===== src/rtl/grover_iter_ctrl.sv =====
// -----------------------------------------------------------------------------
// grover_iter_ctrl
//
// Sequencer for an 8-sample Grover search model. It owns the amplitude
// register file and loads it with a uniform superposition. For ITER
// iterations it applies an oracle phase flip on the target sample, then one
// inversion-about-mean pass through an external combinational datapath. It
// ends with an 8-cycle argmax scan that reports the winning index and value.
//
// Optional build macro: GROVER_SAT_EN
//   defined   : oracle negation saturates, so -(-128) = +127
//   undefined : plain two's-complement negation, so -(-128) = -128
//
// Parameters
//   ITER     : number of oracle + diffusion iterations (0 is legal)
//   ITER_W   : iteration counter width; ITER <= 2**ITER_W - 1
//   INIT_AMP : initial signed Q1.6 amplitude loaded into every sample
//
// Ports
//   clk        in   rising-edge clock
//   rst_n      in   synchronous active-low reset
//   start      in   single-cycle run request, sampled only in IDLE
//   target     in   marked index, latched when start is accepted
//   busy       out  high whenever the sequencer is not IDLE
//   done       out  one-cycle registered completion pulse
//   result_idx out  argmax index, held until the next accepted start
//   result_amp out  signed amplitude at result_idx
//   amp_q      out  amplitude registers, sample i at bits [8i+7:8i]
//   dif_in     out  diffusion datapath inputs (identical to amp_q)
//   dif_out    in   diffusion datapath outputs, same packing
// -----------------------------------------------------------------------------
module grover_iter_ctrl #(
  parameter int unsigned       ITER     = 2,
  parameter int unsigned       ITER_W   = 4,
  parameter logic signed [7:0] INIT_AMP = 8'sd23
) (
  input  logic                clk,
  input  logic                rst_n,
  input  logic                start,
  input  logic [2:0]          target,
  output logic                busy,
  output logic                done,
  output logic [2:0]          result_idx,
  output logic signed [7:0]   result_amp,
  output logic [63:0]         amp_q,
  output logic [63:0]         dif_in,
  input  logic [63:0]         dif_out
);

  typedef enum logic [2:0] {
    StIdle,
    StInit,
    StOracle,
    StDiffuse,
    StScan,
    StDone
  } state_e;

  state_e              r_state;
  logic [63:0]         r_amp;
  logic [2:0]          r_target;
  logic [ITER_W-1:0]   r_iter;
  logic [2:0]          r_ptr;
  logic [2:0]          r_best_idx;
  logic signed [7:0]   r_best_amp;
  logic [2:0]          r_result_idx;
  logic signed [7:0]   r_result_amp;
  logic                r_busy;
  logic                r_done;

  logic signed [7:0]   w_tgt_amp;
  logic signed [7:0]   w_neg_raw;
  logic signed [7:0]   w_neg;
  logic signed [7:0]   w_scan_amp;
  logic                w_take;
  logic [2:0]          w_new_best_idx;
  logic signed [7:0]   w_new_best_amp;
  logic [ITER_W-1:0]   w_iter_inc;
  logic                w_last_iter;

  // Oracle: negate the target sample.
  always_comb begin
    w_tgt_amp = r_amp[{r_target, 3'b000} +: 8];
    w_neg_raw = -w_tgt_amp;
`ifdef GROVER_SAT_EN
    w_neg     = (w_tgt_amp == 8'sh80) ? 8'sh7f : w_neg_raw;
`else
    w_neg     = w_neg_raw;
`endif
  end

  // Argmax step: pointer 0 always loads; later samples need strictly greater
  // so ties keep the lowest index.
  always_comb begin
    w_scan_amp     = r_amp[{r_ptr, 3'b000} +: 8];
    w_take         = (r_ptr == 3'd0) || (w_scan_amp > r_best_amp);
    w_new_best_idx = w_take ? r_ptr      : r_best_idx;
    w_new_best_amp = w_take ? w_scan_amp : r_best_amp;
  end

  always_comb begin
    w_iter_inc  = r_iter + 1'b1;
    w_last_iter = (w_iter_inc == ITER_W'(ITER));
  end

  always_ff @(posedge clk) begin
    if (!rst_n) begin
      r_state      <= StIdle;
      r_amp        <= '0;
      r_target     <= '0;
      r_iter       <= '0;
      r_ptr        <= '0;
      r_best_idx   <= '0;
      r_best_amp   <= '0;
      r_result_idx <= '0;
      r_result_amp <= '0;
      r_busy       <= 1'b0;
      r_done       <= 1'b0;
    end else begin
      r_done <= 1'b0;
      unique case (r_state)
        StIdle: begin
          if (start) begin
            r_target     <= target;
            r_iter       <= '0;
            r_result_idx <= '0;
            r_result_amp <= '0;
            r_busy       <= 1'b1;
            r_state      <= StInit;
          end
        end
        StInit: begin
          r_amp <= {8{INIT_AMP}};
          r_ptr <= '0;
          if (ITER == 0) r_state <= StScan;
          else           r_state <= StOracle;
        end
        StOracle: begin
          r_amp[{r_target, 3'b000} +: 8] <= w_neg;
          r_state                        <= StDiffuse;
        end
        StDiffuse: begin
          r_amp  <= dif_out;
          r_iter <= w_iter_inc;
          r_ptr  <= '0;
          if (w_last_iter) r_state <= StScan;
          else             r_state <= StOracle;
        end
        StScan: begin
          r_best_idx <= w_new_best_idx;
          r_best_amp <= w_new_best_amp;
          r_ptr      <= r_ptr + 3'd1;
          if (r_ptr == 3'd7) begin
            r_result_idx <= w_new_best_idx;
            r_result_amp <= w_new_best_amp;
            r_done       <= 1'b1;
            r_state      <= StDone;
          end
        end
        StDone: begin
          r_busy  <= 1'b0;
          r_state <= StIdle;
        end
        default: begin
          r_busy  <= 1'b0;
          r_state <= StIdle;
        end
      endcase
    end
  end

  assign busy       = r_busy;
  assign done       = r_done;
  assign result_idx = r_result_idx;
  assign result_amp = r_result_amp;
  assign amp_q      = r_amp;
  assign dif_in     = r_amp;

endmodule


===== config.mk =====
export PLATFORM = sky130hd
export DESIGN_NAME = grover_iter_ctrl
export DESIGN_NICKNAME = d
export VERILOG_FILES = /design/src/rtl/grover_iter_ctrl.sv
export SDC_FILE = /design/constraint.sdc
export NUM_CORES = 1
export LEC_CHECK = 0
export CELL_PAD_IN_SITES_DETAIL_PLACEMENT = 0
export CELL_PAD_IN_SITES_GLOBAL_PLACEMENT = 2
export CORE_UTILIZATION = 29
export DETAILED_ROUTE_END_ITERATION = 12
export GPL_ROUTABILITY_DRIVEN = 0
export MAX_ROUTING_LAYER = met4
export PLACE_DENSITY_LB_ADDON = 0.1
export SYNTH_ARGS = -nofsm -noshare
export SYNTH_HDL_FRONTEND = slang
export SYNTH_SLANG_ARGS = --single-unit

===== constraint.sdc =====
create_clock -name clk -period 9.6 [get_ports clk]
set_input_delay 1.92 -clock clk [delete_from_list [all_inputs] [get_ports clk]]
set_output_delay 1.92 -clock clk [all_outputs]
set_load 0.03 [all_outputs]

==> run_1/placement_by_type.png <==
Fill, decap, tap and diode cells in gray.
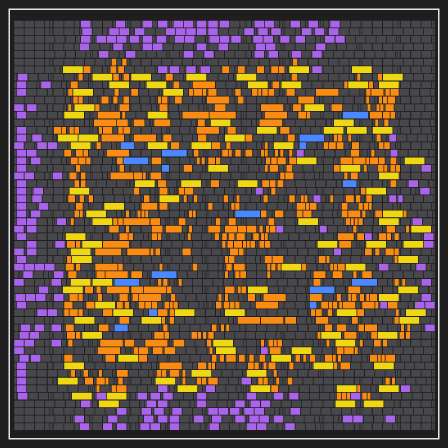
[orange] combinational and other logic | cells: 528 | share of their area: 46%
[purple] other buffers and delay cells | cells: 222 | share of their area: 26%
[yellow] flops | cells: 101 | share of their area: 24%
[blue] clock drivers and dummy loads | cells: 16 | share of their area: 3.5%
post-route cell area: 8750 um^2
Site Rows: 54
Seq area share: 0.231
Util after Layout: 0.395
Core Area: 22,200 um^2

==> run_1/flops_by_reg.png <==
Other sequential cells in the stronger gray, the rest of the logic in the fainter gray.
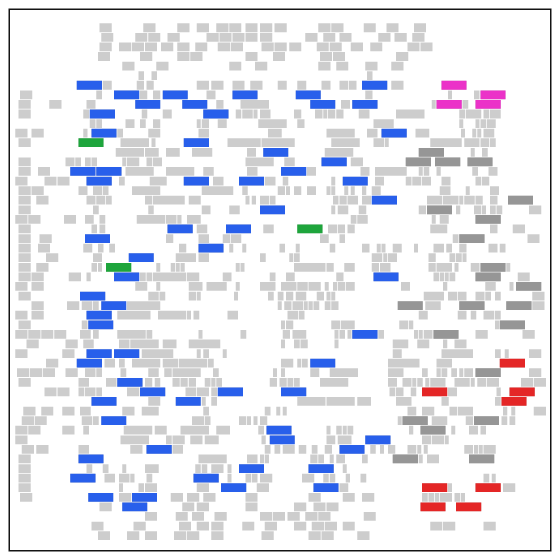
[green] r_target | placed flops: 3
[red] result_amp | placed flops: 8 | where: south-east
[magenta] r_iter | placed flops: 4 | where: north-east
[blue] amp_q | placed flops: 64
not colored: 22
Power Sequential: 479 uW
Reg area: 2020 um^2

==> run_1/detail.png <==
The bar under the picture is 20 um long. Region (13, 13) to (63, 63) um. Cells in gray, sequential cells in the stronger gray; small squares are vias.
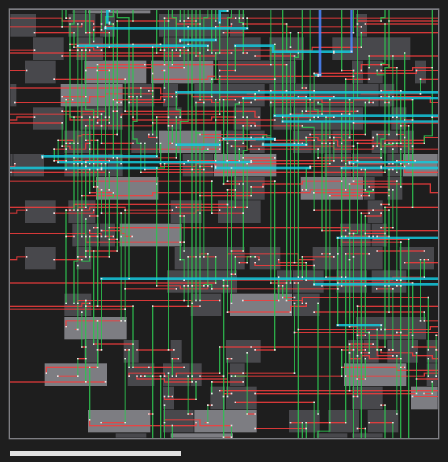
[cyan] metal 3
[green] metal 2
[blue] metal 4
[red] metal 1
most frequent: a21oi_1 (18), o221ai_1 (15), dfxtp_1 (15)
cells with their middle in the window: 112
netlist names of flops here include: amp_q (15)
sequential cells in the window: 15

==> metrics.log, run 1 <==
[report] implementation figures
[metrics] result of the run: completed
[metrics] crit path buf inv count: 2
[metrics] fraction of registers with async set/reset: 0
[metrics] Ys Warns: 0
[metrics] area of the mapped netlist: 6640 um^2
[metrics] library cell with the highest instance count after synthesis: dfxtp_1
[metrics] EDFF count, synth: 0
[metrics] Final Setup Violations: 0
[metrics] worst slack at placement: a little over 5 ns
[metrics] origin of the critical flop-to-flop path: r_ptr[0]$_SDFFE_PN0P_
[metrics] standard cell with the maximum stage delay on the critical path: dfxtp_1
[metrics] yosys adder share: 0.0302
[metrics] Multi-Input Combinational: 510
[metrics] slack of the worst reg-to-reg path: between 5 and 6 ns
[metrics] worst-case setup margin in the final layout: between 5 and 6 ns
[metrics] largest vdd supply drop: 0.0857 mV
[metrics] Setup Skew: around 0.0068 ns
[metrics] placed standard-cell area: roughly 8500 um^2
[metrics] FF+latch count: 101
[metrics] dpl hpwl: 19,400 um
[metrics] post-synthesis net count: 835
[metrics] final routed DRC violation total: 0
[metrics] met3 wirelength from detailed routing: about 1600 um
[metrics] fillers: 2,277
[metrics] peak-usage layer in the global routing report: met2
[metrics] number of antenna violations at the first check in global routing: 0
[metrics] initial core utilization: 0.299
[metrics] drt initial violations: between 400 and 500
[metrics] worst hold slack across all endpoints: about 0.46 ns
[metrics] number of nets with antenna violations after routing: 0
[metrics] post-synthesis xor/xnor area fraction: 0.00905
[metrics] most used standard cells in the synthesized netlist: 101 x dfxtp_1, 66 x buf_4, 66 x nor2_1
[metrics] Inverters, non-clock: 18
[metrics] Static Leak: between 0.002 and 0.003 uW
[metrics] list of cells traversed by the critical path: buf_4, mux4_2, mux2i_1, ha_1, nand4_1, o21ai_0, nor2_1, nor4_2, buf_4, mux2i_1, o21ai_0
[metrics] Tap Cells: ~280
[metrics] count of state elements after synthesis: slightly above 100
[metrics] unrepaired setup endpoints after global routing: no
[metrics] post-CTS setup buffer count: 0
[metrics] most used logic cell in the final layout: clkdlybuf4s50_1
[metrics] synthesized area per cell: 8.86 um^2
[metrics] sum of negative setup slack: 0 ns
[metrics] cell total in the yosys stat output: about 750
[metrics] Tool Warnings: 28
[metrics] growth of design area from synthesis to finish: 31.9%
[metrics] GRT Residual Overflow: 0
[metrics] Seq/Total Area, Yosys: 0.305
[metrics] CTS tree: built
[metrics] final hold violation count: 0
[metrics] vias in the first global route: 6,546
[metrics] Crit. End Element: register
[metrics] number of instances resized during post-cts repair: 0
[metrics] power of the combinational group: 451 uW
[metrics] gate count of the mapped netlist: approximately 750
[metrics] met1 demand-to-capacity share in global routing: 0.289
[metrics] maximum fanout count along the critical path: 13
[metrics] number of buffer cells added on primary ports: roughly 210
[metrics] sink count of the clock tree: 101
[metrics] met2 routing resource usage after global routing: 0.386
[metrics] largest stage delay on the critical path: between 0.7 and 0.8 ns
[metrics] maximum number of pins on one net before global-route repair: around 60
[metrics] Top delay family on crit path: multiplexers
[metrics] yosys simple share: 0.148
[metrics] Initial DRT Pass Iterations: 5
[metrics] die span in y: around 150 um
[metrics] Diodes inserted: 0
[metrics] kind of launch point of the worst setup path: register
[metrics] overall fraction of global-route tracks in use: 0.234
[metrics] Via Count: approximately 6,500
[metrics] layout cells sized above 1: 0.0992
[metrics] DRT Wirelength: between 20,000 and 30,000 um
[metrics] worst rel slew slack: 0.122
[metrics] Reg power frac: 0.367
[metrics] Worst Max-Slew Pin Slew: between 1 and 1.5 ns
[metrics] number of placed cells counting well taps: 1,131
[metrics] clock buffers: 12
[metrics] terminus of the critical flop-to-flop path: result_amp[4]$_SDFFE_PN0P_
[metrics] die extent in x: between 150 and 200 um
[metrics] data arrival time of the critical path: 4.47 ns
[metrics] area fraction in compound gates: 0.221
[metrics] largest cells by area after synthesis: dfxtp_1 30%, mux4_2 8.5%, buf_4 7.5%, a21oi_1 4.3%, mux2i_1 3.8%
[metrics] power density of the placed cells: approximately 150 nW/um^2
[metrics] depth of the CTS H-tree: 3
[metrics] Max Clock Freq: approximately 240 MHz
[metrics] area fraction of clock buffers and clock inverters: 0.0340
[metrics] power of the clock network: approximately 380 uW
[metrics] uppermost routed layer: met4
--- run 2 (diff from run 1) ---
--- a/config.mk
+++ b/config.mk
@@ -7,7 +7,7 @@
 export LEC_CHECK = 0
 export CELL_PAD_IN_SITES_DETAIL_PLACEMENT = 0
 export CELL_PAD_IN_SITES_GLOBAL_PLACEMENT = 2
-export CORE_UTILIZATION = 29
+export CORE_UTILIZATION = 25
 export DETAILED_ROUTE_END_ITERATION = 12
 export GPL_ROUTABILITY_DRIVEN = 0
 export MAX_ROUTING_LAYER = met4
==> constraint.sdc (replaced) <==
create_clock -name clk -period 3.7 [get_ports clk]
set_input_delay 0.74 -clock clk [delete_from_list [all_inputs] [get_ports clk]]
set_output_delay 0.74 -clock clk [all_outputs]
set_load 0.03 [all_outputs]
==> run 2 against run 1 <==
  * Sequential power increased to 2.6 times the previous value
  * Cell count increased by 7.1%
  * Critical path type unchanged
  * Clock skew is 0.0023 ns higher
  * Clock power increased to 3.2 times the previous value
  * Global-route usage down 1.1 points
  * Largest power group unchanged
  * Critical endpoint is now r_best_amp[5]$_SDFFE_PN0P_
==> metrics.log, run 2 <==
[report] implementation figures
[metrics] growth of design area from synthesis to finish: 37.0%
[metrics] cell total in the yosys stat output: approximately 750
[metrics] post-CTS setup buffer count: 0
[metrics] most used logic cell in the final layout: clkdlybuf4s50_1
[metrics] number of buffer cells added on primary ports: about 210
[metrics] post-synthesis xor/xnor area fraction: 0.00905
[metrics] Worst Max-Slew Pin Slew: between 0.7 and 0.8 ns
[metrics] gate count of the mapped netlist: roughly 750
[metrics] sum of negative setup slack: 0 ns
[metrics] standard cell with the maximum stage delay on the critical path: mux4_2
[metrics] final hold violation count: 0
[metrics] met1 demand-to-capacity share in global routing: 0.289
[metrics] met2 routing resource usage after global routing: 0.357
[metrics] power of the combinational group: about 1200 uW
[metrics] Final Setup Violations: 0
[metrics] maximum number of pins on one net before global-route repair: 59
[metrics] terminus of the critical flop-to-flop path: r_best_amp[5]$_SDFFE_PN0P_
[metrics] number of antenna violations at the first check in global routing: 0
[metrics] Via Count: 6,597
[metrics] number of placed cells counting well taps: approximately 1,200
[metrics] worst-case setup margin in the final layout: 0.422 ns
[metrics] overall fraction of global-route tracks in use: 0.223
[metrics] drt initial violations: roughly 560
[metrics] DRT Wirelength: 29,000 um
[metrics] area of the mapped netlist: between 6000 and 7000 um^2
[metrics] EDFF count, synth: 0
[metrics] final period demand of the worst path: ~3.3 ns
[metrics] yosys adder share: 0.0302
[metrics] final routed DRC violation total: 0
[metrics] number of nets with antenna violations after routing: 0
[metrics] crit path buf inv count: 2
[metrics] Static Leak: roughly 0.0031 uW
[metrics] unrepaired setup endpoints after global routing: no
[metrics] Ys Warns: 0
[metrics] Reg power frac: 0.337
[metrics] FF+latch count: just over 100
[metrics] fillers: roughly 2,700
[metrics] area fraction of clock buffers and clock inverters: 0.0410
[metrics] Diodes inserted: 0
[metrics] Initial DRT Pass Iterations: 5
[metrics] placed standard-cell area: slightly below 9000 um^2
[metrics] post-synthesis net count: approximately 840
[metrics] Core Area: between 20,000 and 30,000 um^2
[metrics] maximum fanout count along the critical path: 20
[metrics] layout cells sized above 1: 0.124
[metrics] library cell with the highest instance count after synthesis: dfxtp_1
[metrics] worst hold slack across all endpoints: about 0.46 ns
[metrics] peak-usage layer in the global routing report: met2
[metrics] Seq/Total Area, Yosys: 0.305
[metrics] Setup Skew: 0.00908 ns
[metrics] area fraction in compound gates: 0.221
[metrics] largest stage delay on the critical path: ~0.55 ns
[metrics] Tap Cells: approximately 340
[metrics] uppermost routed layer: met4
[metrics] Multi-Input Combinational: a little over 500
[metrics] critical path class: reg2reg
[metrics] die span in y: between 150 and 200 um
[metrics] post-route cell area: just over 9000 um^2
[metrics] power of the clock network: between 1000 and 1500 uW
[metrics] Site Rows: 59
[metrics] Top delay family on crit path: multiplexers
[metrics] power density of the placed cells: 405 nW/um^2
[metrics] worst rel slew slack: 0.498
[metrics] dpl hpwl: ~21,000 um
[metrics] Crit. End Element: register
[metrics] Tool Warnings: 28
[metrics] first-pass GRT wire length: ~43,000 um
[metrics] Max Clock Freq: 305 MHz
[metrics] GRT Residual Overflow: 0
[metrics] CTS tree: built
[metrics] yosys simple share: 0.148
[metrics] met3 wirelength from detailed routing: about 1400 um
[metrics] Reg area: ~2000 um^2
[metrics] most used standard cells in the synthesized netlist: 101 x dfxtp_1, 66 x buf_4, 66 x nor2_1
[metrics] result of the run: completed
[metrics] slack of the worst reg-to-reg path: 0.42 ns
[metrics] origin of the critical flop-to-flop path: r_ptr[0]$_SDFFE_PN0P_
[metrics] synthesized area per cell: approximately 8.9 um^2
[metrics] fraction of registers with async set/reset: 0
==> run_2/flops_by_reg.png <==
Other sequential cells in the stronger gray, the rest of the logic in the fainter gray.
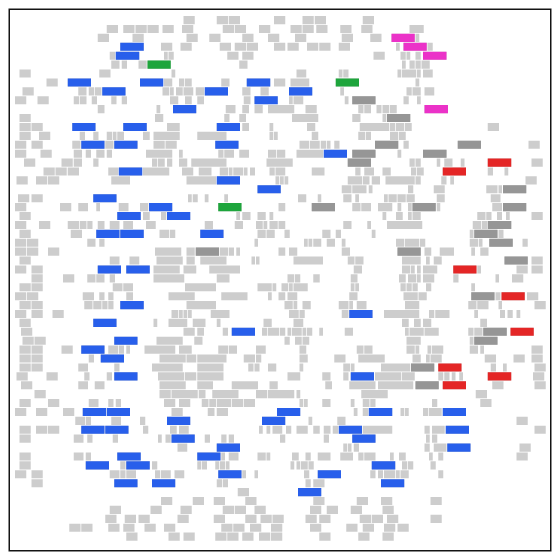
[green] r_target | placed flops: 3
[blue] amp_q | placed flops: 64
[red] result_amp | placed flops: 8
[magenta] r_iter | placed flops: 4 | where: north-east
not colored: 22
Util after Layout: 0.349
Power Sequential: 1240 uW
Seq area share: 0.222

--- run 3 (diff from run 2) ---
--- a/config.mk
+++ b/config.mk
@@ -12,6 +12,7 @@
 export GPL_ROUTABILITY_DRIVEN = 0
 export MAX_ROUTING_LAYER = met4
 export PLACE_DENSITY_LB_ADDON = 0.1
+export SLEW_MARGIN = 10
 export SYNTH_ARGS = -nofsm -noshare
 export SYNTH_HDL_FRONTEND = slang
 export SYNTH_SLANG_ARGS = --single-unit
==> constraint.sdc (replaced) <==
create_clock -name clk -period 3.7 [get_ports clk]
set_input_delay 0.74 -clock clk [delete_from_list [all_inputs] [get_ports clk]]
set_output_delay 0.74 -clock clk [all_outputs]
set_load 0.1 [all_outputs]
==> run 3 against run 2 <==
  * First-iteration DRC count decreased by 19%
  * Via count down 0.33%
  * Critical path type unchanged
  * Largest cell class unchanged
  * Critical endpoint is now r_best_amp[7]$_SDFFE_PN0P_
  * Core utilization fell by 0.36 points
  * Routed wire length decreased by 0.52%
==> metrics.log, run 3 <==
[report] implementation figures
[metrics] worst rel slew slack: 0.341
[metrics] placed standard-cell area: ~8700 um^2
[metrics] overall fraction of global-route tracks in use: 0.220
[metrics] sink count of the clock tree: roughly 100
[metrics] Seq/Total Area, Yosys: 0.305
[metrics] data arrival time of the critical path: roughly 3.5 ns
[metrics] maximum fanout count along the critical path: 21
[metrics] final hold violation count: 0
[metrics] length in cells of the worst reg-to-reg path: 11
[metrics] number of placed cells counting well taps: ~1,200
[metrics] worst-skew pair later-pin latency: roughly 0.36 ns
[metrics] met2 routing resource usage after global routing: 0.350
[metrics] largest stage delay on the critical path: about 0.52 ns
[metrics] most used logic cell in the final layout: clkdlybuf4s50_1
[metrics] startpoint of the most critical setup path: r_ptr[0]$_SDFFE_PN0P_
[metrics] drt initial violations: 454
[metrics] Top-Level Pins: ~210
[metrics] final period demand of the worst path: ~3.3 ns
[metrics] Inverters, non-clock: 18
[metrics] Diodes inserted: 0
[metrics] Reg power frac: 0.314
[metrics] most common flop cell mapped by yosys: dfxtp_1
[metrics] clock buffers: 10
[metrics] Main power group: combinational cells
[metrics] post-synthesis xor/xnor area fraction: 0.00905
[metrics] cell total in the yosys stat output: around 750
[metrics] Via Count: between 6,000 and 7,000
[metrics] worst slack at placement: around 0.42 ns
[metrics] met3 wirelength from detailed routing: roughly 1600 um
[metrics] Util after Layout: 0.345
[metrics] kind of launch point of the worst setup path: register
[metrics] Reg area: slightly above 2000 um^2
[metrics] YS chip area: between 6000 and 7000 um^2
[metrics] dpl hpwl: roughly 21,000 um
[metrics] vias in the first global route: between 6,000 and 7,000
[metrics] gate count of the mapped netlist: about 750
[metrics] power of the clock network: 928 uW
[metrics] class of the most critical hold timing path: reg2reg
[metrics] Site Rows: 59
[metrics] library cell with the highest instance count after synthesis: dfxtp_1
[metrics] Initial DRT Pass Iterations: 4
[metrics] Non-Clock Buffer Area Fraction: 0.265
[metrics] maximum number of pins on one net before global-route repair: slightly below 60
[metrics] GRT Residual Overflow: 0
[metrics] number of antenna violations at the first check in global routing: 0
[metrics] final routed wire length divided by cell count: roughly 23 um
[metrics] met3 usage: 0.0367
[metrics] post-route cell area: ~9000 um^2
[metrics] Top delay family on crit path: AND-OR/OR-AND gates
[metrics] number of buffers added by the clock tree synthesis step: 9
[metrics] synthesized area per cell: 8.86 um^2
[metrics] sum of negative setup slack: 0 ns
[metrics] worst-case setup margin in the final layout: about 0.43 ns
[metrics] logic area: 3820 um^2
[metrics] most used standard cells in the synthesized netlist: 101 x dfxtp_1, 66 x buf_4, 66 x nor2_1
[metrics] uppermost routed layer: met4
[metrics] final clock period utilization by the worst path: 0.885
[metrics] post-synthesis net count: about 840
[metrics] worst hold slack across all endpoints: 0.454 ns
[metrics] list of cells traversed by the critical path: buf_12, mux4_2, mux2_2, ha_1, a21o_1, a211oi_1, nor2_1, o41ai_2, buf_4, nor2_1, a211oi_1
[metrics] most common logic cells in the final layout: 197 x clkdlybuf4s50_1, 101 x dfxtp_1, 66 x nor2_1
[metrics] depth of the CTS H-tree: 3
[metrics] origin of the critical flop-to-flop path: r_ptr[0]$_SDFFE_PN0P_
[metrics] Power Sequential: 1240 uW
[metrics] peak-usage layer in the global routing report: met2
[metrics] yosys simple share: 0.148
[metrics] largest cells by area after synthesis: dfxtp_1 30%, mux4_2 8.5%, buf_4 7.5%, a21oi_1 4.3%, mux2i_1 3.8%
[metrics] power density of the placed cells: approximately 440 nW/um^2
[metrics] die extent in x: approximately 160 um
[metrics] number of buffer cells added on primary ports: 210
[metrics] standard cell with the maximum stage delay on the critical path: mux4_2
[metrics] Static Leak: approximately 0.0031 uW
[metrics] slack of the worst reg-to-reg path: 0.43 ns
[metrics] critical path data required time: ~4 ns
[metrics] Max Clock Freq: roughly 310 MHz
[metrics] die span in y: 165 um
[metrics] buffer type at the clock tree root: clkbuf_16
[metrics] Worst Max-Slew Pin Slew: ~0.99 ns
[metrics] number of nets with antenna violations after routing: 0
[metrics] DRT Wirelength: 28,800 um
[metrics] Multi-Input Combinational: around 510
[metrics] hold buffers post-CTS: 0
[metrics] Final Setup Violations: 0
[metrics] met1 demand-to-capacity share in global routing: 0.284
[metrics] fraction of registers with async set/reset: 0
[metrics] Top class by area: combinational gates
[metrics] initial core utilization: 0.255
[metrics] largest area contributor in the netlist: dfxtp_1
[metrics] first-pass GRT wire length: 42,000 um
[metrics] terminus of the critical flop-to-flop path: r_best_amp[7]$_SDFFE_PN0P_
[metrics] count of state elements after synthesis: about 100
[metrics] result of the run: completed
[metrics] EDFF count, synth: 0
[metrics] Tool Warnings: 28
[metrics] Setup Skew: between 0.007 and 0.008 ns
[metrics] final routed DRC violation total: 0
[metrics] power of the combinational group: between 1500 and 2000 uW
[metrics] fillers: between 2,000 and 3,000
[metrics] growth of design area from synthesis to finish: 35.5%
[metrics] critical path class: reg2reg
[metrics] internal power: 2110 uW
[metrics] main kind of combinational logic by area: AND-OR/OR-AND gates
[metrics] yosys adder share: 0.0302
[metrics] Ys Warns: 0
[metrics] area fraction of clock buffers and clock inverters: 0.0306
[metrics] crit path buf inv count: 2
[metrics] CTS tree: built
[metrics] largest vdd supply drop: ~0.25 mV
[metrics] layout cells sized above 1: 0.138
[metrics] Crit. End Element: register
[metrics] post-CTS setup buffer count: 0
[metrics] area fraction in compound gates: 0.221
[metrics] area of the mapped netlist: ~6600 um^2
[metrics] length of routed met2 wiring: approximately 14,000 um
[metrics] number of instances resized during post-cts repair: 0
[metrics] unrepaired setup endpoints after global routing: no
==> run_3/placement.png <==
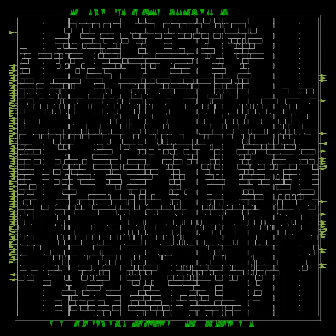
Core Area: 26,100 um^2
Final Instance Count excl. Fillers: 1,228
Tap Cells: 335
FF+latch count: 101
Seq area share: 0.225

Power is estimated from default activity; no workload was simulated.
